Supply network:
The bar under the picture is 100 µm long. Pins as bars on the die edge. Tap cells in grey.
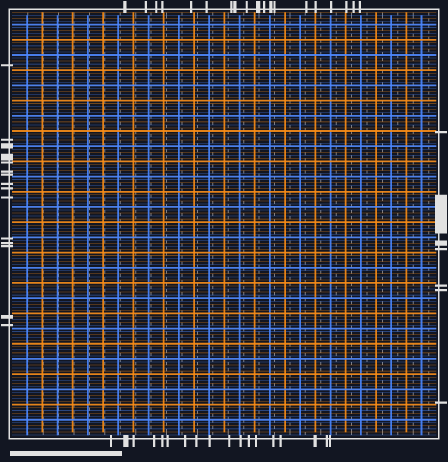
Placement by cell class:
The bar under the picture is 100 µm long.
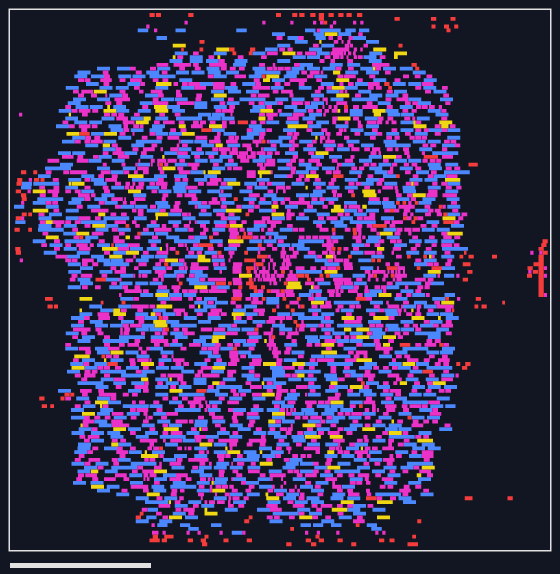
Clock distribution:
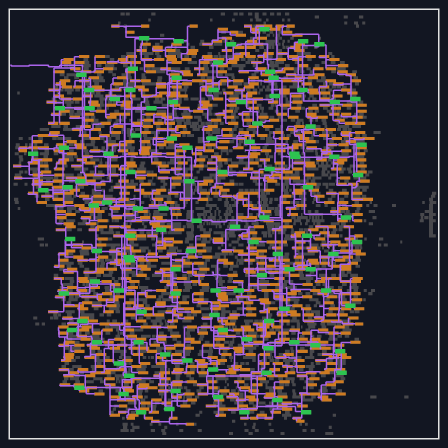
## config.mk

```make
export PLATFORM = sky130hd
export DESIGN_NAME = periph_regbank_flat
export DESIGN_NICKNAME = d
export VERILOG_FILES = /design/src/rtl/periph_regbank_if.sv /design/src/rtl/periph_regbank.sv /design/src/flat_wrapper.sv
export SDC_FILE = /design/constraint.sdc
export NUM_CORES = 2
export LEC_CHECK = 0
export ABC_CLOCK_PERIOD_IN_PS = 4100
export CORE_MARGIN = 1.5
export CORE_UTILIZATION = 33
export CTS_CLUSTER_DIAMETER = 100
export DETAILED_ROUTE_END_ITERATION = 8
export PLACE_DENSITY = 0.57
export SLEW_MARGIN = 30
export SYNTH_ARGS = -nofsm -noshare
export SYNTH_HDL_FRONTEND = slang
export SYNTH_SLANG_ARGS = --single-unit
```

## constraint.sdc

```tcl
create_clock -name clk -period 4.1 [get_ports clk]
set_input_delay 0.41 -clock clk [delete_from_list [all_inputs] [get_ports clk]]
set_output_delay 0.41 -clock clk [all_outputs]
set_load 0.02 [all_outputs]
```

## src/rtl/periph_regbank_if.sv

```systemverilog
// Request/response bus for the peripheral register bank.
// Signals:
//   req    - request valid (master -> slave)
//   we     - 1 = write, 0 = read
//   be     - byte enables, used for writes only
//   addr   - word index
//   wdata  - write data
//   gnt    - request accepted this cycle (slave -> master)
//   rvalid - one-cycle response pulse per accepted request
//   rdata  - read data, 0 when rvalid=0 and for write responses
//   err    - response error, 0 when rvalid=0
interface periph_regbank_if #(
  parameter int DATA_W = 32,
  parameter int ADDR_W = 24
);
  logic                  req;
  logic                  we;
  logic [DATA_W/8-1:0]   be;
  logic [ADDR_W-1:0]     addr;
  logic [DATA_W-1:0]     wdata;
  logic                  gnt;
  logic                  rvalid;
  logic [DATA_W-1:0]     rdata;
  logic                  err;

  modport master (
    output req, we, be, addr, wdata,
    input  gnt, rvalid, rdata, err
  );

  modport slave (
    input  req, we, be, addr, wdata,
    output gnt, rvalid, rdata, err
  );
endinterface

```

## src/rtl/periph_regbank.sv

```systemverilog
// Memory-mapped register bank behind the fabric peripheral port.
// Words 0..DEPTH-2 are byte-writable data words; word DEPTH-1 is CTRL
// (bit0 sticky LOCK, bits 15:8 saturating error counter). Every accepted
// request gets exactly one response RD_LAT cycles later, in order.
// Ports:
//   clk   - clock, rising edge
//   rst_n - asynchronous active-low reset
//   bus   - periph_regbank_if slave modport (req/we/be/addr/wdata in,
//           gnt/rvalid/rdata/err out)
module periph_regbank #(
  parameter int DATA_W = 32,
  parameter int DEPTH  = 32,
  parameter int ADDR_W = 24,
  parameter int RD_LAT = 1
) (
  input  logic              clk,
  input  logic              rst_n,
  periph_regbank_if.slave   bus
);

  localparam int BE_W  = DATA_W / 8;
  localparam int IDX_W = (DEPTH > 2) ? $clog2(DEPTH - 1) : 1;
  localparam logic [ADDR_W:0] CTRL_A = (ADDR_W + 1)'(DEPTH - 1);

  function automatic logic [7:0] sat_inc(input logic [7:0] v);
    return (v == 8'hFF) ? v : v + 8'd1;
  endfunction

  logic [DATA_W-1:0] mem [DEPTH-1];
  logic              lock;
  logic [7:0]        errcnt;

  logic [IDX_W-1:0]  idx;
  logic              is_data;
  logic              is_ctrl;
  logic              is_oor;
  logic              err_now;
  logic [DATA_W-1:0] ctrl_rd;
  logic [DATA_W-1:0] rd_now;

  // Extra leading zero keeps the compare correct for any upper address bits.
  always_comb begin
    idx     = bus.addr[IDX_W-1:0];
    is_data = ({1'b0, bus.addr} < CTRL_A);
    is_ctrl = ({1'b0, bus.addr} == CTRL_A);
    is_oor  = !is_data && !is_ctrl;
    err_now = bus.req && (is_oor || (is_data && bus.we && lock));
    ctrl_rd        = '0;
    ctrl_rd[15:8]  = errcnt;
    ctrl_rd[0]     = lock;
    rd_now = '0;
    if (!bus.we) begin
      if (is_data)      rd_now = mem[idx];
      else if (is_ctrl) rd_now = ctrl_rd;
    end
  end

  assign bus.gnt = bus.req & rst_n;

  // Accept edge: all side effects land here, not at response time.
  always_ff @(posedge clk or negedge rst_n) begin
    if (!rst_n) begin
      for (int i = 0; i < DEPTH - 1; i++) mem[i] <= '0;
      lock   <= 1'b0;
      errcnt <= 8'd0;
    end else if (bus.req) begin
      if (bus.we && is_data && !lock) begin
        for (int b = 0; b < BE_W; b++)
          if (bus.be[b]) mem[idx][8*b +: 8] <= bus.wdata[8*b +: 8];
      end
      if (bus.we && is_ctrl && bus.be[0] && bus.wdata[0]) lock <= 1'b1;
      if (err_now) errcnt <= sat_inc(errcnt);
    end
  end

  // Response pipeline stage 0 .. RD_LAT-1
  logic              vld_p [RD_LAT];
  logic              err_p [RD_LAT];
  logic [DATA_W-1:0] dat_p [RD_LAT];

  always_ff @(posedge clk or negedge rst_n) begin
    if (!rst_n) begin
      for (int s = 0; s < RD_LAT; s++) vld_p[s] <= 1'b0;
    end else begin
      vld_p[0] <= bus.req;
      for (int s = 1; s < RD_LAT; s++) vld_p[s] <= vld_p[s-1];
    end
  end

  // err/data ride unreset; the output gating by valid hides stale content.
  always_ff @(posedge clk) begin
    err_p[0] <= err_now;
    dat_p[0] <= rd_now;
    for (int s = 1; s < RD_LAT; s++) begin
      err_p[s] <= err_p[s-1];
      dat_p[s] <= dat_p[s-1];
    end
  end

  assign bus.rvalid = vld_p[RD_LAT-1];
  assign bus.err    = vld_p[RD_LAT-1] & err_p[RD_LAT-1];
  assign bus.rdata  = vld_p[RD_LAT-1] ? dat_p[RD_LAT-1] : '0;

endmodule

```

## src/flat_wrapper.sv

```systemverilog
// flat-port wrapper written by rule: the top's interface ports become plain ports
module periph_regbank_flat 
#(
  parameter int DATA_W = 32,
  parameter int DEPTH  = 32,
  parameter int ADDR_W = 24,
  parameter int RD_LAT = 1
)
  (clk, rst_n, bus_req, bus_we, bus_be, bus_addr, bus_wdata, bus_gnt, bus_rvalid, bus_rdata, bus_err);
  periph_regbank_if #(.DATA_W(DATA_W), .ADDR_W(ADDR_W)) bus_i ();
  input  logic clk;
  input  logic rst_n;
  input wire logic [$bits(bus_i.req)-1:0] bus_req;
  input wire logic [$bits(bus_i.we)-1:0] bus_we;
  input wire logic [$bits(bus_i.be)-1:0] bus_be;
  input wire logic [$bits(bus_i.addr)-1:0] bus_addr;
  input wire logic [$bits(bus_i.wdata)-1:0] bus_wdata;
  output wire logic [$bits(bus_i.gnt)-1:0] bus_gnt;
  output wire logic [$bits(bus_i.rvalid)-1:0] bus_rvalid;
  output wire logic [$bits(bus_i.rdata)-1:0] bus_rdata;
  output wire logic [$bits(bus_i.err)-1:0] bus_err;
  assign bus_i.req = bus_req;
  assign bus_i.we = bus_we;
  assign bus_i.be = bus_be;
  assign bus_i.addr = bus_addr;
  assign bus_i.wdata = bus_wdata;
  assign bus_gnt = bus_i.gnt;
  assign bus_rvalid = bus_i.rvalid;
  assign bus_rdata = bus_i.rdata;
  assign bus_err = bus_i.err;
  periph_regbank #(.DATA_W(DATA_W), .DEPTH(DEPTH), .ADDR_W(ADDR_W), .RD_LAT(RD_LAT)) u_core (.clk(clk), .rst_n(rst_n), .bus(bus_i));
endmodule
```

==> flow_metrics.tcl <==
# implementation run metrics
set metrics [dict create \
    drtAntennaViolNets 0 \
    finalNetCount 3353 \
    report.final.slew_viol_count 0 \
    layout.filler_cells 13523 \
    cells_after_synthesis 3170 \
    layout.cells.most_common "sky130_fd_sc_hd__dfrtp_1" \
    post-cts-setup-buffer-count 0 \
    clock_transition_at_path_regs_ns 0.06 \
    critical_path_required_ns 4.70 \
    groute.layer.met3.usage_pct 2.29 \
    top_area_cell "sky130_fd_sc_hd__dfrtp_1" \
    route.vias.total 28201 \
    path_category_of_the_worst_min_delay_check "primary input to async pin" \
    timing.max_slew.rel_slack_pct 28.1 \
    fin_crit_period_ns 3.06 \
    detailed_place_hpwl_um 86600 \
    post_synthesis_simple_gate_area_fraction_pct 5.70 \
    detailedRoute.firstPassIterationCount 8 \
    total_power_w 0.0221 \
    setup_viol_count_final 0 \
    route.detailed.vias_per_inst 5.33 \
    cts.sinks 1035 \
    grt_antenna_before_repair 7 \
    post_synth_most_frequent_cells "1002 x sky130_fd_sc_hd__dfrtp_1, 724 x sky130_fd_sc_hd__mux2_2, 272 x sky130_fd_sc_hd__mux2_1, 175 x sky130_fd_sc_hd__mux4_2, 158 x sky130_fd_sc_hd__clkbuf_1" \
    yosys_instances 3170 \
    gr-usage-met2_pct 29.5 \
    ff2ff_path_depth 6 \
    timing.max_cap.violations 0 \
    finalSetupTns_ns 0 \
    drt_iter0_markers 1944 \
    critPathLaunchType "primary input" \
    syn-cell-area_mm2 0.0476 \
    clockBufferDepth 3 \
    cp-end-kind "flop" \
    gr-max-usage-layer "met2" \
    critPathMaxFanout 31 \
    die_area_mm2 0.147 \
    mux_share_pct 34.5 \
    layout_top_cells "1001 x sky130_fd_sc_hd__dfrtp_1, 724 x sky130_fd_sc_hd__mux2_2, 272 x sky130_fd_sc_hd__mux2_1, 175 x sky130_fd_sc_hd__mux4_2, 128 x sky130_fd_sc_hd__mux2i_1" \
    postRouteWirelength_um 134000 \
    final.setup_skew_ns 0.0180 \
    use_met1_pct 25.7 \
    cp.arrival_ns 3.66 \
    edf_count 0 \
    grt_max_degree 176 \
    synthesis.area_per_instance_um2 15.0 \
    post_synth_main_logic_family "multiplexers" \
    yosys.area_share.adder_pct 0.0263 \
    synth.top_cells.by_area "sky130_fd_sc_hd__dfrtp_1 53%, sky130_fd_sc_hd__mux2_2 17%, sky130_fd_sc_hd__mux4_2 8.3%" \
    run_status "completed" \
    syn-num-nets 3235 \
    reg2reg_slack_ns 1.54 \
    clk_root_buffer_cell "sky130_fd_sc_hd__clkbuf_16" \
    worst_skew_pair.late_latency_ns 0.71 \
    critical_path_start_end_classification "primary input to flop" \
    synth-area-yosys_mm2 0.0476 \
    grt_pass1_wl_um 201000 \
    seq_area_frac_synth_pct 54.0 \
    top_area_share_pct 52.6 \
    avgRoutedWirePerCell_um 25.3 \
    synth.lib_cells_used.distinct 67 \
    synth.cellmix.xorXnorShare_pct 0.0735 \
    crit_path_end "u_core.mem[891]" \
    power_density_mw_per_mm2 400 \
    fmax_mhz 327 \
    worst-slew-pin-transition_ns 1.07 \
    worst_r2r_endpoint "u_core.mem[891]" \
    final_min_period_over_clock_period_pct 74.7 \
    layout.core_utilization_pct 38.5 \
    post_place_cells 5076 \
    seqCellArea_mm2 0.0257 \
]
Back to the opening pictures, 'supply network':
| colour | net |
|---|---|
| orange | VDD |
| blue | VSS |
met1 rails: 140
met4 straps: 27
signal pins: 99

Back to the opening pictures, 'placement by cell class':
| colour | class | cells |
|---|---|---|
| blue | flip-flops | 1035 |
| magenta | all other logic | 1898 |
| red | other buffers and delay cells | 243 |
| yellow | clock drivers and dummy loads | 208 |
fraction of area in registers: 46.5%
core outline area: 0.143 mm²
standard-cell rows: 139
fin area: 0.0553 mm²

Back to the opening pictures, 'clock distribution':
[purple] clock wires | length: 13800 µm
[green] cells driving clock nets | count: 110
[orange] flip-flops | count: 1035
routed clock nets: 111

[final cells by class]
cell class,count,area share [%]
timing repair buffer,243,4.23
sequential,1035,46.5
tap,1903,4.31
clock buffer,171,6.05
antenna,2,0.00905
clock inverter,37,1.05
multi-input combinational,1895,37.8
inverter,3,0.0204
[layer usage]
layer | up-vias | wire length, µm
met5 | - | 41
li1 | 12122 | -
met3 | 183 | 5500
met4 | 6 | 3580
met1 | 15259 | 61200
met2 | 631 | 63600
[flip-flops by register name, indices dropped and copies added, names as in the netlist]
name and flops:
u_core.dat_p 32, u_core.errcnt 8, u_core.err_p 1, u_core.bus.rvalid 1, u_core.mem 992, u_core.lock 1
[through the flow]
| stage | cell area [µm²] | worst slack, ns |
|---|---|---|
| detailed placement | 51300 | 0.306 |
| CTS | 55200 | 1.06 |
| finish | 55300 | 1.04 |
| global route | 55300 | 0.963 |
| global placement | 51300 | 0.405 |
| floorplan | 47600 | 1.83 |
[worst max-delay path, cell delays in order]
cell and delay [ns]:
sky130_fd_sc_hd__clkdlybuf4s50_1 0.40, sky130_fd_sc_hd__nor4_1 0.38, sky130_fd_sc_hd__nand4_1 0.43, sky130_fd_sc_hd__nor4b_4 0.43, sky130_fd_sc_hd__buf_12 0.28, sky130_fd_sc_hd__buf_12 0.28
sky130_fd_sc_hd__nand3_1 0.51, sky130_fd_sc_hd__mux2_2 0.47
[power by group]
| part | leakage [nW] | switching (W) | internal, W |
|---|---|---|---|
| Combinational | 10.2 | 0.000754 | 0.000301 |
| Clock | 1.94 | 0.00424 | 0.00653 |
| Sequential | 14.3 | 0.0000610 | 0.0102 |
| Total | 26.4 | 0.00505 | 0.0171 |
[timing repair]
item	4_1_cts	5_1_grt
hold buffers	1	0
setup endpoints to repair	0	0
resized	0	0
hold endpoints to repair	40	0
Power figures rest on the tool's default switching activity, not on a simulated workload.
